Design uart_xcvr_flat, sky130hd; sources not shown.
### Routed clock nets over the placement, run 1

Scale bar: 20 um.
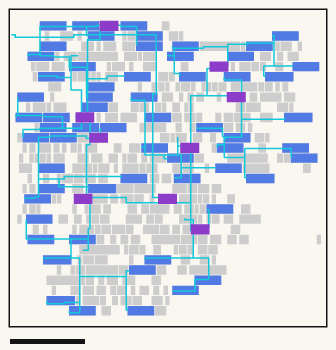
[flip-flops] blue | count: 61
[clock wires] cyan | length: 838 um
[clock-net drivers] purple | count: 9
routed clock nets: 10
flops lie: widely spread
Clock power frac: 51.0%
clk_lat worst skew: 0.34 ns
Clk power: 1.41 mW

### M3 wires, run 1

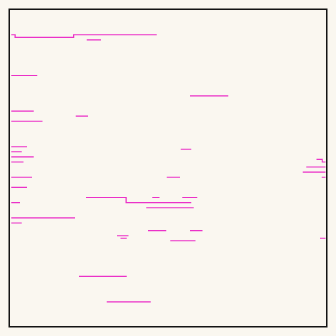
longest straight run: 22.1 um
share of all routed wire: 3.9%
main direction: horizontal
WL final: 5.97 mm
total via count in the routed design: 2354
global-route track usage on met3: 5.80%

### Cell area per tile, run 1

8 x 8 tiles, from white (low) to dark blue (high), 0 to 100% covered.
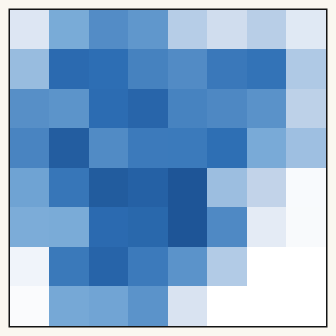
emptiest ninth of the die: lower right
densest ninth of the die: centre
nearly empty tiles: 7.8%
mean over tiles: 49%
fullest tile: 85%
tiles over 75% full: 17%
area of the placeable core: 6460 um^2
utilization after layout: 55.8%
starting density of the core: 44.2%

### Cell placement, run 1

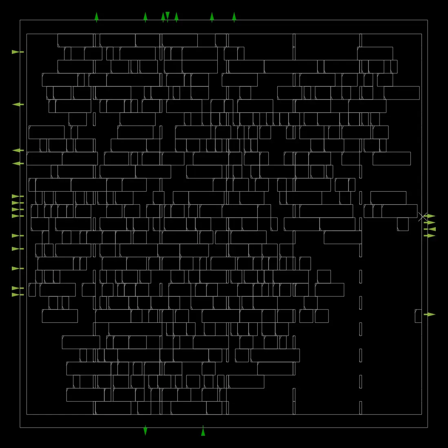
number of tapcells: 77
proportion of cell area occupied by registers: 34.1%
number of standard cells in the final layout excluding fillers: 443
placement row count: 29
FF+latch count: 61

==> run_summary.xml, run 1 <==
<?xml version="1.0" encoding="UTF-8"?>
<metrics>
  <group name="placed_design">
    <metric name="placed_area" unit="um^2">3230</metric>
    <metric name="gp_congestion" unit="">0.862</metric>
    <metric name="port-buffer-count" unit="">0</metric>
    <metric name="placed_cells" unit="">422</metric>
  </group>
  <group name="drt">
    <metric name="post_drt_via_cell_ratio" unit="">5.31</metric>
    <metric name="antenna_left" unit="">0</metric>
    <metric name="met2RoutedLength" unit="mm">2.64</metric>
    <metric name="drc_errors" unit="">1</metric>
    <metric name="route.met3.wl" unit="um">232</metric>
    <metric name="initialDrtViolationCount" unit="">159</metric>
  </group>
  <group name="hold_path">
    <metric name="min-delay-path-class" unit="">in -&gt; reg</metric>
    <metric name="hold-path-cell-count" unit="">2</metric>
  </group>
  <group name="sta">
    <metric name="finalCritPeriodShare" unit="%">108</metric>
    <metric name="finalSetupViolations" unit="">2</metric>
    <metric name="grt_setup_unrepaired" unit="">yes</metric>
    <metric name="layout_min_cycle_time" unit="ns">2.26</metric>
    <metric name="hold_viol" unit="">0</metric>
    <metric name="setup_slack" unit="ns">-0.163</metric>
  </group>
  <group name="layout">
    <metric name="top_cells_excl_fill_tap" unit="">sky130_fd_sc_hd__dfxtp_1, sky130_fd_sc_hd__nor2_1, sky130_fd_sc_hd__buf_4, sky130_fd_sc_hd__nand2_1, sky130_fd_sc_hd__mux2i_1</metric>
    <metric name="post_route_cells_drive_above_1_share" unit="%">25.1</metric>
    <metric name="dominant_logic_cell_type_in_the_layout" unit="">sky130_fd_sc_hd__dfxtp_1</metric>
    <metric name="final_net_count" unit="">380</metric>
  </group>
  <group name="die">
    <metric name="io_pins" unit="">27</metric>
  </group>
  <group name="yosys">
    <metric name="post-synth-top-area-fraction" unit="%">42.7</metric>
    <metric name="xor_share" unit="%">6.13</metric>
    <metric name="synthArstFlopShare" unit="%">0</metric>
    <metric name="netlist-cell-type-count" unit="">53</metric>
    <metric name="ys_warn_count" unit="">0</metric>
    <metric name="synth_cells" unit="">321</metric>
    <metric name="flop_cell" unit="">sky130_fd_sc_hd__dfxtp_1</metric>
    <metric name="postSynthAreaPerCell" unit="um^2">8.90</metric>
  </group>
  <group name="clock_tree">
    <metric name="clockRootBuffer" unit="">sky130_fd_sc_hd__clkbuf_8</metric>
    <metric name="clock_path_buffers" unit="">2</metric>
  </group>
  <group name="outcome">
    <metric name="status" unit="">finished with violations</metric>
    <metric name="violated_checks" unit="">design-rule violations, negative setup slack</metric>
  </group>
  <group name="setup_path">
    <metric name="critPathKind" unit="">reg -&gt; reg</metric>
    <metric name="critPathRequiredTime" unit="ns">2.11</metric>
  </group>
  <group name="grt">
    <metric name="largest_net_degree_at_the_start_of_global_routing" unit="">48</metric>
    <metric name="grtUsageTotal" unit="%">17.9</metric>
    <metric name="grt_remaining_overflow" unit="">0</metric>
  </group>
  <group name="power">
    <metric name="power" unit="mW">2.76</metric>
    <metric name="power.static_leakage" unit="nW">1.43</metric>
    <metric name="peakVddDrop" unit="mV">0.452</metric>
  </group>
</metrics>
[run 1: Yosys cell counts, drive strengths merged (5+ instances only)]
library cell	count
xnor2	10
inv	10
mux2i	19
nor4	8
nor3	7
nand2	26
a21oi	18
o21ai	6
and3	8
buf	8
xor2	10
dfxtp	61
ha	6
nand2b	5
nor2	49
clkbuf	8
nand3	14
[run 1: where the power goes]
| part | switching (mW) | internal (mW) |
|---|---|---|
| sequential | 0.0186 | 1.18 |
| clock | 0.494 | 0.914 |
| combinational | 0.0870 | 0.0728 |
| total | 0.600 | 2.16 |
[run 1: routing by layer]
layer,vias up,GRT usage [%]
li1,1186,-
met5,-,0
met3,8,5.80
met1,1114,24.5
met4,0,8.17
met2,46,25.4
[run 1: worst max-delay path, stage by stage (launching register included)]
cell	delay [ns]
sky130_fd_sc_hd__dfxtp_2	0.33
sky130_fd_sc_hd__inv_2	0.06
sky130_fd_sc_hd__ha_4	0.14
sky130_fd_sc_hd__nand4b_4	0.20
sky130_fd_sc_hd__nor4_4	0.40
sky130_fd_sc_hd__buf_4	0.17
sky130_fd_sc_hd__nor4_1	0.04
sky130_fd_sc_hd__a2111o_1	0.29
sky130_fd_sc_hd__mux2i_1	0.21
sky130_fd_sc_hd__o31ai_2	0.08
[run 1: kinds of logic (layout without fill, tap and decap cells)]
group / Yosys count / after routing
xor+xnor: 20 / 20
compound gates: 48 / 48
buf+inv: 26 / 71
flops: 61 / 61
simple gates: 138 / 138
mux: 21 / 21
fa+ha+maj: 6 / 6
other cells: 1 / 1
[run 1: cell type report]
type	count	area (um^2)
Clock buffer	9	124
Clock inverter	7	145
Fill cell	605	2860
Inverter	10	37.5
Multi-Input combinational cell	234	1600
Sequential cell	61	1230
Tap cell	77	96.3
Timing Repair Buffer	45	372
--- run 2 (diff from run 1) ---
- PLACE_DENSITY: 0.84 -> 0.82
### Routed clock nets over the placement, run 2

Scale bar: 20 um.
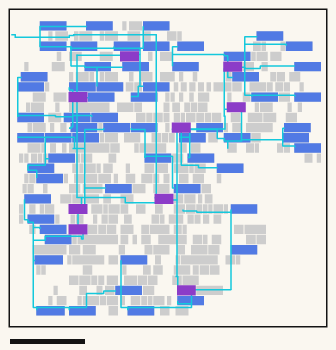
[clock-net drivers] purple | count: 9
[clock wires] cyan | length: 835 um
[flip-flops] blue | count: 61
routed clock nets: 10
flops lie: widely spread
clk_lat worst skew: 0.35 ns
Clk power: 1.29 mW
Clock power frac: 48.8%

### Cell area per tile, run 2

8 x 8 tiles, from white (low) to dark blue (high), 0 to 100% covered.
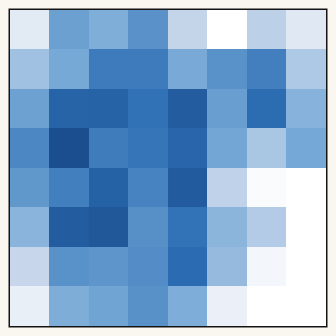
utilization after layout: 55.0%

==> run 2 against run 1 <==
  * Highest routed layer unchanged
  * Sequential power hardly changed
  * Total power is 4.2% lower
  * Die size stayed put
  * The run still ends with design-rule violations, negative setup slack left
==> run_summary.xml, run 2 <==
<?xml version="1.0" encoding="UTF-8"?>
<metrics>
  <group name="drt">
    <metric name="antenna_left" unit="">0</metric>
    <metric name="drc_errors" unit="">3</metric>
    <metric name="detailroute.via_count" unit="">2362</metric>
    <metric name="drt-total-wl" unit="mm">6.05</metric>
    <metric name="post_drt_via_cell_ratio" unit="">5.34</metric>
    <metric name="initialDrtViolationCount" unit="">171</metric>
  </group>
  <group name="yosys">
    <metric name="netlist-cell-type-count" unit="">53</metric>
    <metric name="synthArstFlopShare" unit="%">0</metric>
    <metric name="ys_warn_count" unit="">0</metric>
    <metric name="postSynthAreaPerCell" unit="um^2">8.90</metric>
    <metric name="post-synth-top-area-fraction" unit="%">42.7</metric>
    <metric name="synthTopCellsByCount" unit="">sky130_fd_sc_hd__dfxtp_1, sky130_fd_sc_hd__nor2_1, sky130_fd_sc_hd__nand2_1</metric>
    <metric name="flop_cell" unit="">sky130_fd_sc_hd__dfxtp_1</metric>
  </group>
  <group name="die">
    <metric name="initial_utilization" unit="%">44.2</metric>
    <metric name="placeableCoreArea" unit="um^2">6460</metric>
    <metric name="io_pins" unit="">27</metric>
  </group>
  <group name="clock_tree">
    <metric name="clock_path_buffers" unit="">2</metric>
    <metric name="clockRootBuffer" unit="">sky130_fd_sc_hd__clkbuf_8</metric>
  </group>
  <group name="layout">
    <metric name="dominant_logic_cell_type_in_the_layout" unit="">sky130_fd_sc_hd__dfxtp_1</metric>
    <metric name="mi_logic_area" unit="um^2">1580</metric>
    <metric name="final.fill_count" unit="">589</metric>
    <metric name="register_area" unit="um^2">1220</metric>
  </group>
  <group name="power">
    <metric name="p_comb_share" unit="%">6.1</metric>
    <metric name="intPower" unit="mW">2.04</metric>
    <metric name="power" unit="mW">2.65</metric>
  </group>
  <group name="sta">
    <metric name="setup_slack" unit="ns">-0.104</metric>
    <metric name="hold_viol" unit="">0</metric>
    <metric name="finalCritPeriodShare" unit="%">105</metric>
    <metric name="layout_min_cycle_time" unit="ns">2.20</metric>
    <metric name="finalSetupViolations" unit="">1</metric>
  </group>
  <group name="grt">
    <metric name="largest_net_degree_at_the_start_of_global_routing" unit="">48</metric>
    <metric name="grt_remaining_overflow" unit="">0</metric>
    <metric name="grtUsageTotal" unit="%">17.7</metric>
  </group>
  <group name="outcome">
    <metric name="status" unit="">finished with violations</metric>
    <metric name="violated_checks" unit="">design-rule violations, negative setup slack</metric>
  </group>
  <group name="hold_path">
    <metric name="min-delay-path-class" unit="">in -&gt; reg</metric>
  </group>
  <group name="placed_design">
    <metric name="gp_congestion" unit="">0.881</metric>
  </group>
</metrics>
### Pin map, run 2

Pins as bars across the die edge, other pins in grey.
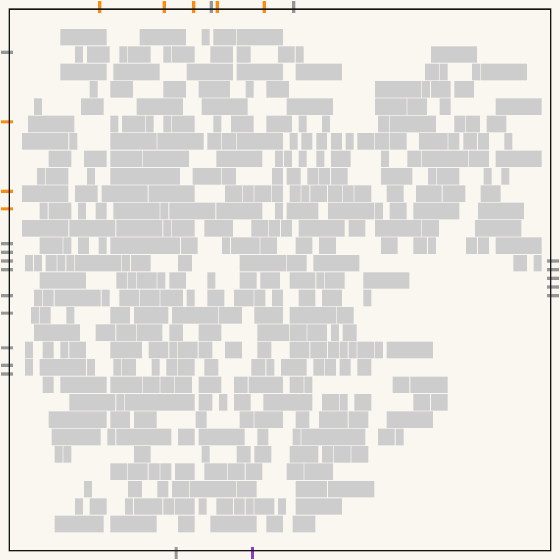
[rst] purple | pins: 1 | direction: input | edge: bottom
[bus_rx_data] orange | pins: 8 | direction: output | edge: 5 top, 3 left
all pins by edge: 13 left, 7 top, 5 right, 2 bottom
die boundary height: 84.5 um
I/O Buffers: 0
Horiz. Die Dim: 84.5 um

run 2: critical path, stage by stage, from the launching register on:
cell                      delay [ns]
sky130_fd_sc_hd__dfxtp_1        0.31
sky130_fd_sc_hd__or3_1          0.36
sky130_fd_sc_hd__buf_4          0.19
sky130_fd_sc_hd__o31ai_1        0.22
sky130_fd_sc_hd__a211o_2        0.23
sky130_fd_sc_hd__mux2_4         0.31
sky130_fd_sc_hd__nor3_2         0.17
sky130_fd_sc_hd__o31ai_2        0.09
run 2: area by class of cell:
type	instances	area share [%]
Sequential cell	61	34.4
Tap cell	77	2.71
Timing Repair Buffer	44	10.4
Clock inverter	7	3.38
Inverter	10	1.06
Clock buffer	9	3.49
Multi-Input combinational cell	234	44.5
run 2: logic make-up after synthesis:
logic type | after synthesis | share of synthesized area, %
adders and majority gates | 6 | 2.63
buffers and inverters | 26 | 4.12
xor gates and xnor gates | 20 | 6.13
and+or+nand+nor | 138 | 24.7
other | 1 | 0.131
DFF | 61 | 42.7
AOI/OAI and AO/OA | 48 | 12.1
muxes | 21 | 7.44
run 2: metal layers:
| metal | vias up | wire (um) | track usage, % |
|---|---|---|---|
| met5 | - | 0 | 0 |
| met1 | 1092 | 2980 | 24.4 |
| met2 | 59 | 2660 | 25.4 |
| met3 | 10 | 277 | 4.03 |
| met4 | 0 | 127 | 10.3 |
| li1 | 1201 | - | - |
run 2: stage by stage:
step / cells / area [um^2] / setup WS (ns) / util [%]
floorplan: 321 / 2900 / -0.0000836 / -
global placement: 421 / 3220 / -0.0864 / 49.9
detailed placement: 421 / 3220 / -0.127 / 49.9
CTS: 437 / 3470 / -0.151 / 53.7
global route: 442 / 3550 / -0.213 / 55.0
finish: 442 / 3550 / -0.104 / 55.0
run 2: power groups by stage:
stage          Sequential [mW]  Combinational (mW)  Clock (mW)
2_1_floorplan             1.21               0.112           0
3_3_place_gp              1.22               0.136           0
3_5_place_dp              1.22               0.138           0
4_1_cts                   1.19               0.138        1.32
5_1_grt                   1.20               0.177        1.37
6_report                  1.19               0.161        1.29
Power and IR drop assume default switching activity.
